--- src/rtl/half_adder_pkg.sv ---
// Purpose : shared types and defaults for the half-adder cell and its wrappers.
// Latency : n/a (declarations only).
// Backpressure: n/a (declarations only).
//
// Contents:
//   CNT_W_DEFAULT - default width of the carry-event counter
//   ha_result_t   - {carry, sum}, which read as a 2-bit number is exactly a + b
package half_adder_pkg;

    localparam int CNT_W_DEFAULT = 8;

    typedef struct packed {
        logic carry;
        logic sum;
    } ha_result_t;

endpackage : half_adder_pkg

--- src/rtl/ha_cell.sv ---
// Purpose : single-bit half adder; the reusable leaf cell for ripple adders and incrementers.
// Latency : zero cycles, pure combinational, no state.
// Backpressure: none; outputs follow a/b continuously.
//
// Ports:
//   a, b  - addend bits
//   sum   - a XOR b
//   carry - a AND b
module ha_cell
    import half_adder_pkg::*;
(
    input  logic a,
    input  logic b,
    output logic sum,
    output logic carry
);

    ha_result_t res;

    // Plain gates only, so X/Z on an input propagates exactly as gate
    // semantics dictate; nothing here masks an unknown.
    assign res.sum   = a ^ b;
    assign res.carry = a & b;

    assign sum   = res.sum;
    assign carry = res.carry;

endmodule : ha_cell

--- src/rtl/student_half_adder.sv ---
// Purpose : half adder with a combinational result plus a registered copy and a saturating carry-event count.
// Latency : sum/carry zero cycles; sum_q/carry_q/carry_cnt one clk edge after the sampled a/b.
// Backpressure: none; the counter holds at all-ones instead of wrapping.
//
// Ports:
//   clk, rst_n - clock and async active-low reset for the registered path only
//   a, b       - addend bits
//   sum, carry - combinational result, independent of clk/rst_n
//   sum_q      - sum registered on clk
//   carry_q    - carry registered on clk
//   carry_cnt  - saturating count of edges that sampled carry = 1
module student_half_adder
    import half_adder_pkg::*;
#(
    parameter int CNT_W = CNT_W_DEFAULT
) (
    input  logic             clk,
    input  logic             rst_n,
    input  logic             a,
    input  logic             b,
    output logic             sum,
    output logic             carry,
    output logic             sum_q,
    output logic             carry_q,
    output logic [CNT_W-1:0] carry_cnt
);

    localparam logic [CNT_W-1:0] CNT_MAX = '1;

    ha_result_t res;
    logic       cnt_at_max;

    // One cell feeds both the external combinational outputs and the flops,
    // so the registered copy can never disagree with what was presented.
    ha_cell u_ha_cell (
        .a     (a),
        .b     (b),
        .sum   (res.sum),
        .carry (res.carry)
    );

    assign sum   = res.sum;
    assign carry = res.carry;

    assign cnt_at_max = (carry_cnt == CNT_MAX);

    always_ff @(posedge clk or negedge rst_n) begin
        if (!rst_n) begin
            sum_q     <= 1'b0;
            carry_q   <= 1'b0;
            carry_cnt <= '0;
        end else begin
            sum_q   <= res.sum;
            carry_q <= res.carry;
            // Stick at all-ones once reached; a wrapped count would
            // misreport a busy carry chain as an idle one.
            if (res.carry && !cnt_at_max) begin
                carry_cnt <= carry_cnt + CNT_W'(1);
            end
        end
    end

endmodule : student_half_adder

--- config.mk ---
export PLATFORM = sky130hd
export DESIGN_NAME = student_half_adder
export DESIGN_NICKNAME = d
export VERILOG_FILES = /design/src/rtl/half_adder_pkg.sv /design/src/rtl/ha_cell.sv /design/src/rtl/student_half_adder.sv
export SDC_FILE = /design/constraint.sdc
export NUM_CORES = 1
export LEC_CHECK = 0
export CORE_AREA = 4 4 41 43
export CTS_CLUSTER_SIZE = 14
export DETAILED_ROUTE_END_ITERATION = 10
export DIE_AREA = 0 0 45 47
export PLACE_DENSITY_LB_ADDON = 0.3
export SLEW_MARGIN = 25
export SYNTH_ARGS = -nofsm -noshare
export SYNTH_HDL_FRONTEND = slang
export SYNTH_SLANG_ARGS = --single-unit
--- constraint.sdc ---
create_clock -name clk -period 3.6 [get_ports clk]
set_input_delay 0.72 -clock clk [delete_from_list [all_inputs] [get_ports clk]]
set_output_delay 0.72 -clock clk [all_outputs]
set_load 0.02 [all_outputs]
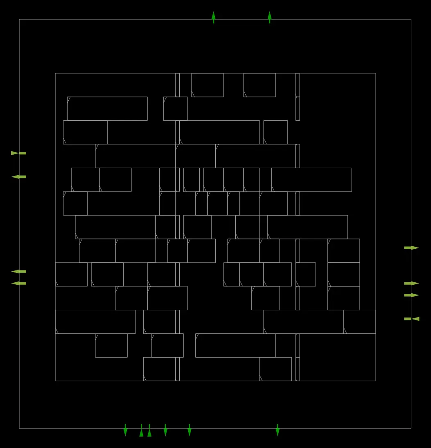
Run 1: placement view
flop count: 10
# fillers: 135
tap cells: 15

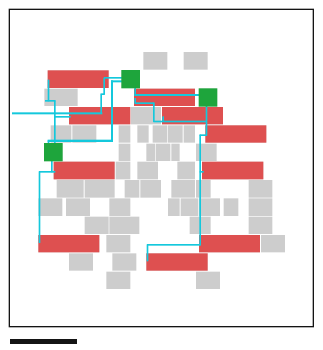
Run 1: clock wires, drivers and flops
Scale bar: 10 um.
- red: flip-flops (count 10)
- green: clock-net drivers (count 3)
- cyan: clock wires (length 137 um)
- routed clock nets: 4

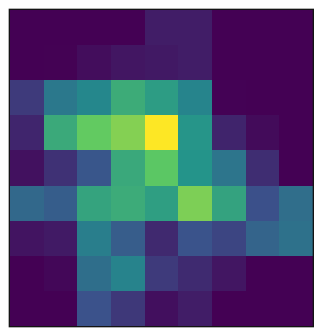
Run 1: wiring heat map
The die is cut into 9 by 9 equal tiles; dark purple is low, yellow is high, scaled to the fullest tile. Values are wire area over tile area, all layers added.
- nearly empty tiles: 32%
- densest ninth of the die: centre
- tiles over half the peak: 19%
- mean over tiles: 0.068
DR WL/cell: 12.4 um
All-Layer GR Usage: 10.9%
DR vias: 356
routed wire length: 896 um

==> impl_metrics.json, run 1 <==
{
  "outcome": "complete, no violations",
  "fp_nets": 44,
  "comb_area_um2": 211,
  "ys_ff": 10,
  "dieHeight_um": 47,
  "via_per_inst": 4.94,
  "setup_viol": 0,
  "final-clk-cell-share_pct": 5.44,
  "worstSetupPathType": "in2out",
  "worst-path-buf-inv": 2,
  "clock_skew_ns": 0.00607,
  "buffers": 15,
  "highest_layer": "met4",
  "cts_sinks": 10,
  "grt_antenna_before_repair": 0,
  "layout-drive-gt1-share_pct": 12.3,
  "io_pins": 16,
  "slowest_delay_ns": 0.64,
  "clock_net_power_mw": 0.0997,
  "ff_type": "dfrtp_1",
  "whs_path_depth": 1,
  "tightest_slew_ns": 0.452,
  "switching_share_pct": 35.8,
  "cts-resized-gates": 0,
  "die_width_um": 45,
  "ant_nets": 0,
  "yosys-stat-area_um2": 462,
  "largest_register": "carry_cnt",
  "grt_util_met2_pct": 16.9,
  "hp-start": "carry_cnt[5]",
  "r2r_cells": 4,
  "grt_overflow": 0,
  "slew_headroom_pct": 69.7,
  "min_path_type": "reg2reg",
  "arrival_ns": 2.08,
  "critPathCaptureType": "primary output",
  "clockRootBuffer": "clkbuf_4",
  "ys_cells": 38,
  "seq_power_mw": 0.191,
  "timing.critical_path.mode_cell": "clkdlybuf4s50_1",
  "n_clock_buffer": 4,
  "crit_cells": 3,
  "slew_viol_final": 0,
  "layout_setup_ws_ns": 0.801,
  "p_switching_mw": 0.170,
  "nonClockInverterCount": 0,
  "min_period_ns": 2.80,
  "internal-power_mw": 0.305,
  "port_buffers": 15,
  "ys_warn_count": 0,
  "htree_levels": 1,
  "busiest_layer": "met2",
  "crit_chain": "clkdlybuf4s50_1, ha_1, clkdlybuf4s50_1",
  "dp_hpwl_um": 657,
  "crit_start": "a",
  "fp_util_pct": 35.5,
  "grt_max_degree": 11,
  "dpl_cell_area_um2": 631,
  "gp_congestion": 0.717,
  "common_cells": "dfrtp_1 (10), xnor2_1 (4), a21oi_1 (3)",
  "placedCellCount": 68,
  "edf_count": 0,
  "dominant_cells": "flip-flops and latches",
  "reg_top3": "carry_cnt: 8 flops, carry_q: 1 flops, sum_q: 1 flops",
  "min_delay_worst_endpoint": "carry_cnt[5]",
  "dr.pass1.iters": 4,
  "fin_tns_setup_ns": 0,
  "top_area_cell": "dfrtp_1",
  "grt_setup_unrepaired": "false",
  "path_clk_slew_ns": 0.07,
  "top_logic_kind": "simple AND/OR/NAND/NOR gates",
  "first_global_vias": 338,
  "numCtsBuffers": 3,
  "largest_register_ffs": 8,
  "lay_top_count": "clkdlybuf4s50_1",
  "power_density_mw_per_mm2": 712,
  "xor_area_share_pct": 7.59,
  "aoi_share_pct": 12.2,
  "irDropWorstVdd_mv": 0.340,
  "tool_warnings": 26,
  "buffer_area_share_pct": 22.5,
  "postCtsSetupRepairBufs": 0,
  "synthAdderAreaFrac_pct": 5.42,
  "p_comb_share_pct": 38.8,
  "top_cell": "dfrtp_1",
  "wl_met1_um": 399,
  "timing.final.crit_share_pct": 77.7,
  "num_rows": 13,
  "startpoint_type": "input pin"
}
Run 1, wiring by layer:
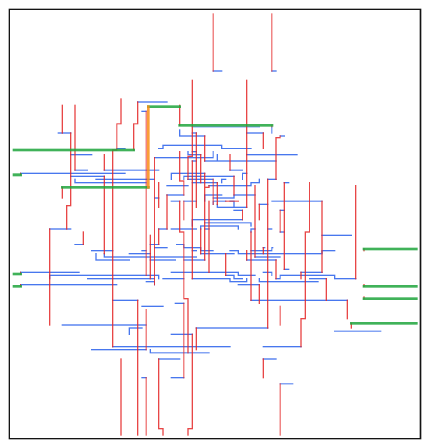

==> run 1 -> run 2 <==
Clock period 3.6 ns to 2.5 ns, I/O delays scaled along.
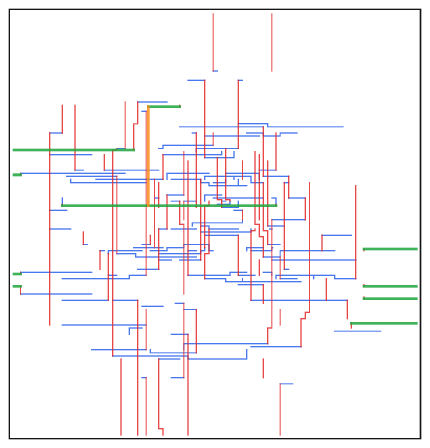
Run 2: wiring by layer
- blue: M1 (wire length 416 um)
- green: M3 (wire length 66.5 um)
- orange: M4 (wire length 10.9 um)
- red: M2 (wire length 432 um)

==> run 2 against run 1 <==
Register-to-register slack got worse by 1.1 ns. Global-route usage up 0.62 points. Final cell count unchanged. Non-clock buffer count did not move. Clock power rose by 47%. Synthesized cell count is the same. Clock-buffer cell count unchanged. First-iteration DRC count did not move. Utilization unchanged. Hold slack worse by 0.0070 ns. Flip-flop count unchanged. Worst setup slack lost 0.66 ns. Critical path type unchanged.
==> impl_metrics.json, run 2 <==
{
  "dr.pass1.iters": 4,
  "cts_sinks": 10,
  "p_switching_mw": 0.247,
  "clockRootBuffer": "clkbuf_4",
  "layout-drive-gt1-share_pct": 12.3,
  "buffer_area_share_pct": 22.5,
  "xor_area_share_pct": 7.59,
  "htree_levels": 1,
  "dpl_cell_area_um2": 631,
  "wl_per_cell_um": 12.8,
  "final-clk-cell-share_pct": 5.44,
  "largest_register": "carry_cnt",
  "grt_util_met2_pct": 17.8,
  "nonClockInverterCount": 0,
  "grt_antenna_before_repair": 0,
  "aoi_share_pct": 12.2,
  "irDropWorstVdd_mv": 0.483,
  "grt_max_degree": 11,
  "slew_viol_final": 0,
  "ys_warn_count": 0,
  "outcome": "complete, no violations",
  "slowest_delay_ns": 0.64,
  "switching_share_pct": 36.0,
  "startpoint_type": "input pin",
  "path_clk_slew_ns": 0.06,
  "top_area_cell": "dfrtp_1",
  "placedCellCount": 68,
  "reg_top3": "carry_cnt: 8 flops, carry_q: 1 flops, sum_q: 1 flops",
  "grt.total_usage_pct": 11.5,
  "min_delay_worst_endpoint": "carry_cnt[0]",
  "setup_viol": 0,
  "taps": 15,
  "largest_register_ffs": 8,
  "seq_power_mw": 0.273,
  "wl_um": 925,
  "timing.final.crit_share_pct": 94.5,
  "tool_warnings": 26,
  "ys_cells": 38,
  "crit_start": "a",
  "postCtsSetupRepairBufs": 0,
  "dominant_cells": "flip-flops and latches",
  "min_period_ns": 2.36,
  "clock_skew_ns": 0.00763,
  "comb_area_um2": 211,
  "cts-resized-gates": 0,
  "slew_headroom_pct": 68.5,
  "tightest_slew_ns": 0.471,
  "timing.critical_path.mode_cell": "clkdlybuf4s50_1",
  "worst-path-buf-inv": 2,
  "dieHeight_um": 47,
  "ys_ff": 10,
  "common_cells": "dfrtp_1 (10), xnor2_1 (4), a21oi_1 (3)",
  "hp-start": "carry_cnt[0]",
  "layout_setup_ws_ns": 0.138,
  "arrival_ns": 1.86,
  "n_clock_buffer": 4,
  "highest_layer": "met4",
  "crit_cells": 3,
  "grt_setup_unrepaired": "false",
  "whs_path_depth": 1,
  "die_width_um": 45,
  "top_logic_kind": "simple AND/OR/NAND/NOR gates",
  "edf_count": 0,
  "top_cell": "dfrtp_1",
  "synthAdderAreaFrac_pct": 5.42,
  "worstSetupPathType": "in2out",
  "r2r_cells": 4,
  "grt_overflow": 0,
  "n_sequential_cell": 10,
  "ant_nets": 0,
  "fin_tns_setup_ns": 0,
  "internal-power_mw": 0.439,
  "fp_nets": 44,
  "wl_met1_um": 416,
  "dp_hpwl_um": 672,
  "vias": 357,
  "numCtsBuffers": 3,
  "via_per_inst": 4.96,
  "ff_type": "dfrtp_1",
  "io_pins": 16,
  "gp_congestion": 0.717,
  "power_density_mw_per_mm2": 1030,
  "busiest_layer": "met2",
  "first_global_vias": 352
}
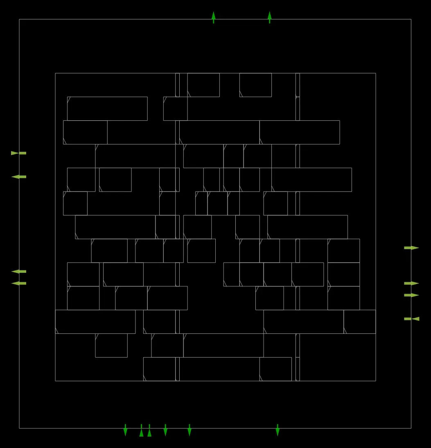
Run 2: placement view
FP Rows: 13
final cell count without fillers: 72
core area: 0.00130 mm2
final core occ: 51.2%
# fillers: 134

==> run 2 -> run 3 <==
Settings changed: ABC_AREA set to 0.
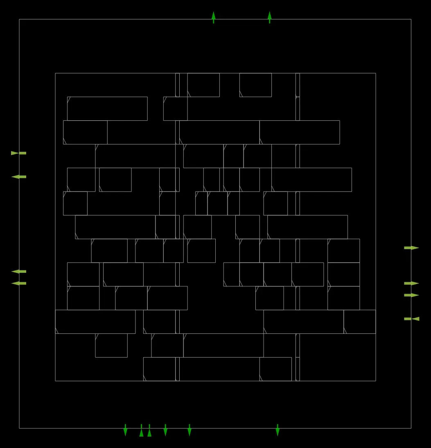
Run 3: placement view
Seq/total area: 37.5%

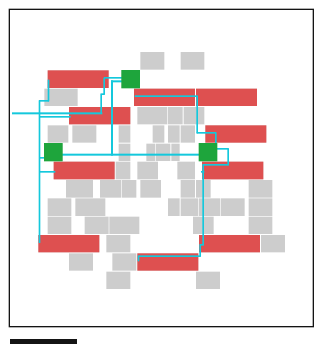
Run 3: clock wires, drivers and flops
Scale bar: 10 um.
- red: flip-flops (count 10)
- green: clock-net drivers (count 3)
- cyan: clock wires (length 148 um)
- routed clock nets: 4

==> run 3 against run 2 <==
Worst setup slack is the same. Clock-buffer cell count is the same. Via count stayed put. Flip-flop count unchanged. Area after synthesis did not move. Global-route usage unchanged. Sequential power about the same. Combinational power hardly changed. Utilization is the same. Wire length unchanged. Synthesized cell count unchanged. Critical path depth unchanged.
==> impl_metrics.json, run 3 <==
{
  "timing.final.crit_share_pct": 94.5,
  "dpl_cell_area_um2": 631,
  "reg_top3": "carry_cnt: 8 flops, carry_q: 1 flops, sum_q: 1 flops",
  "busiest_layer": "met2",
  "first_global_vias": 352,
  "io_pins": 16,
  "grt_setup_unrepaired": "false",
  "worst-path-buf-inv": 2,
  "clock_net_power_mw": 0.147,
  "yosys-stat-area_um2": 462,
  "critPathCaptureType": "primary output",
  "grt_util_met2_pct": 17.8,
  "power_density_mw_per_mm2": 1030,
  "irDropWorstVdd_mv": 0.483,
  "via_per_inst": 4.96,
  "xor_area_share_pct": 7.59,
  "top_logic_kind": "simple AND/OR/NAND/NOR gates",
  "p_comb_share_pct": 38.7,
  "dieHeight_um": 47,
  "p_switching_mw": 0.247,
  "final_util_pct": 51.2,
  "top_area_cell": "dfrtp_1",
  "aoi_share_pct": 12.2,
  "whs_path_depth": 1,
  "crit_start": "a",
  "ff_type": "dfrtp_1",
  "clockRootBuffer": "clkbuf_4",
  "vias": 357,
  "dr.pass1.iters": 4,
  "largest_register": "carry_cnt",
  "min_period_ns": 2.36,
  "slew_headroom_pct": 68.5,
  "highest_layer": "met4",
  "core_area_mm2": 0.00130,
  "cts_sinks": 10,
  "timing.critical_path.mode_cell": "clkdlybuf4s50_1",
  "final-clk-cell-share_pct": 5.44,
  "outcome": "complete, no violations",
  "layout-drive-gt1-share_pct": 12.3,
  "edf_count": 0,
  "tool_warnings": 26,
  "n_sequential_cell": 10,
  "setup_viol": 0,
  "gp_congestion": 0.717,
  "nFillCells": 134,
  "wl_per_cell_um": 12.8,
  "ys_cells": 38,
  "switching_share_pct": 36.0,
  "ys_warn_count": 0,
  "grt.total_usage_pct": 11.5,
  "tightest_slew_ns": 0.471,
  "crit_cells": 3,
  "dominant_cells": "flip-flops and latches",
  "synthAdderAreaFrac_pct": 5.42,
  "ys_ff": 10,
  "grt_antenna_before_repair": 0,
  "cts-resized-gates": 0,
  "grt_overflow": 0,
  "largest_register_ffs": 8,
  "slew_viol_final": 0,
  "numCtsBuffers": 3,
  "dp_hpwl_um": 672
}
Power is estimated from default activity; no workload was simulated.
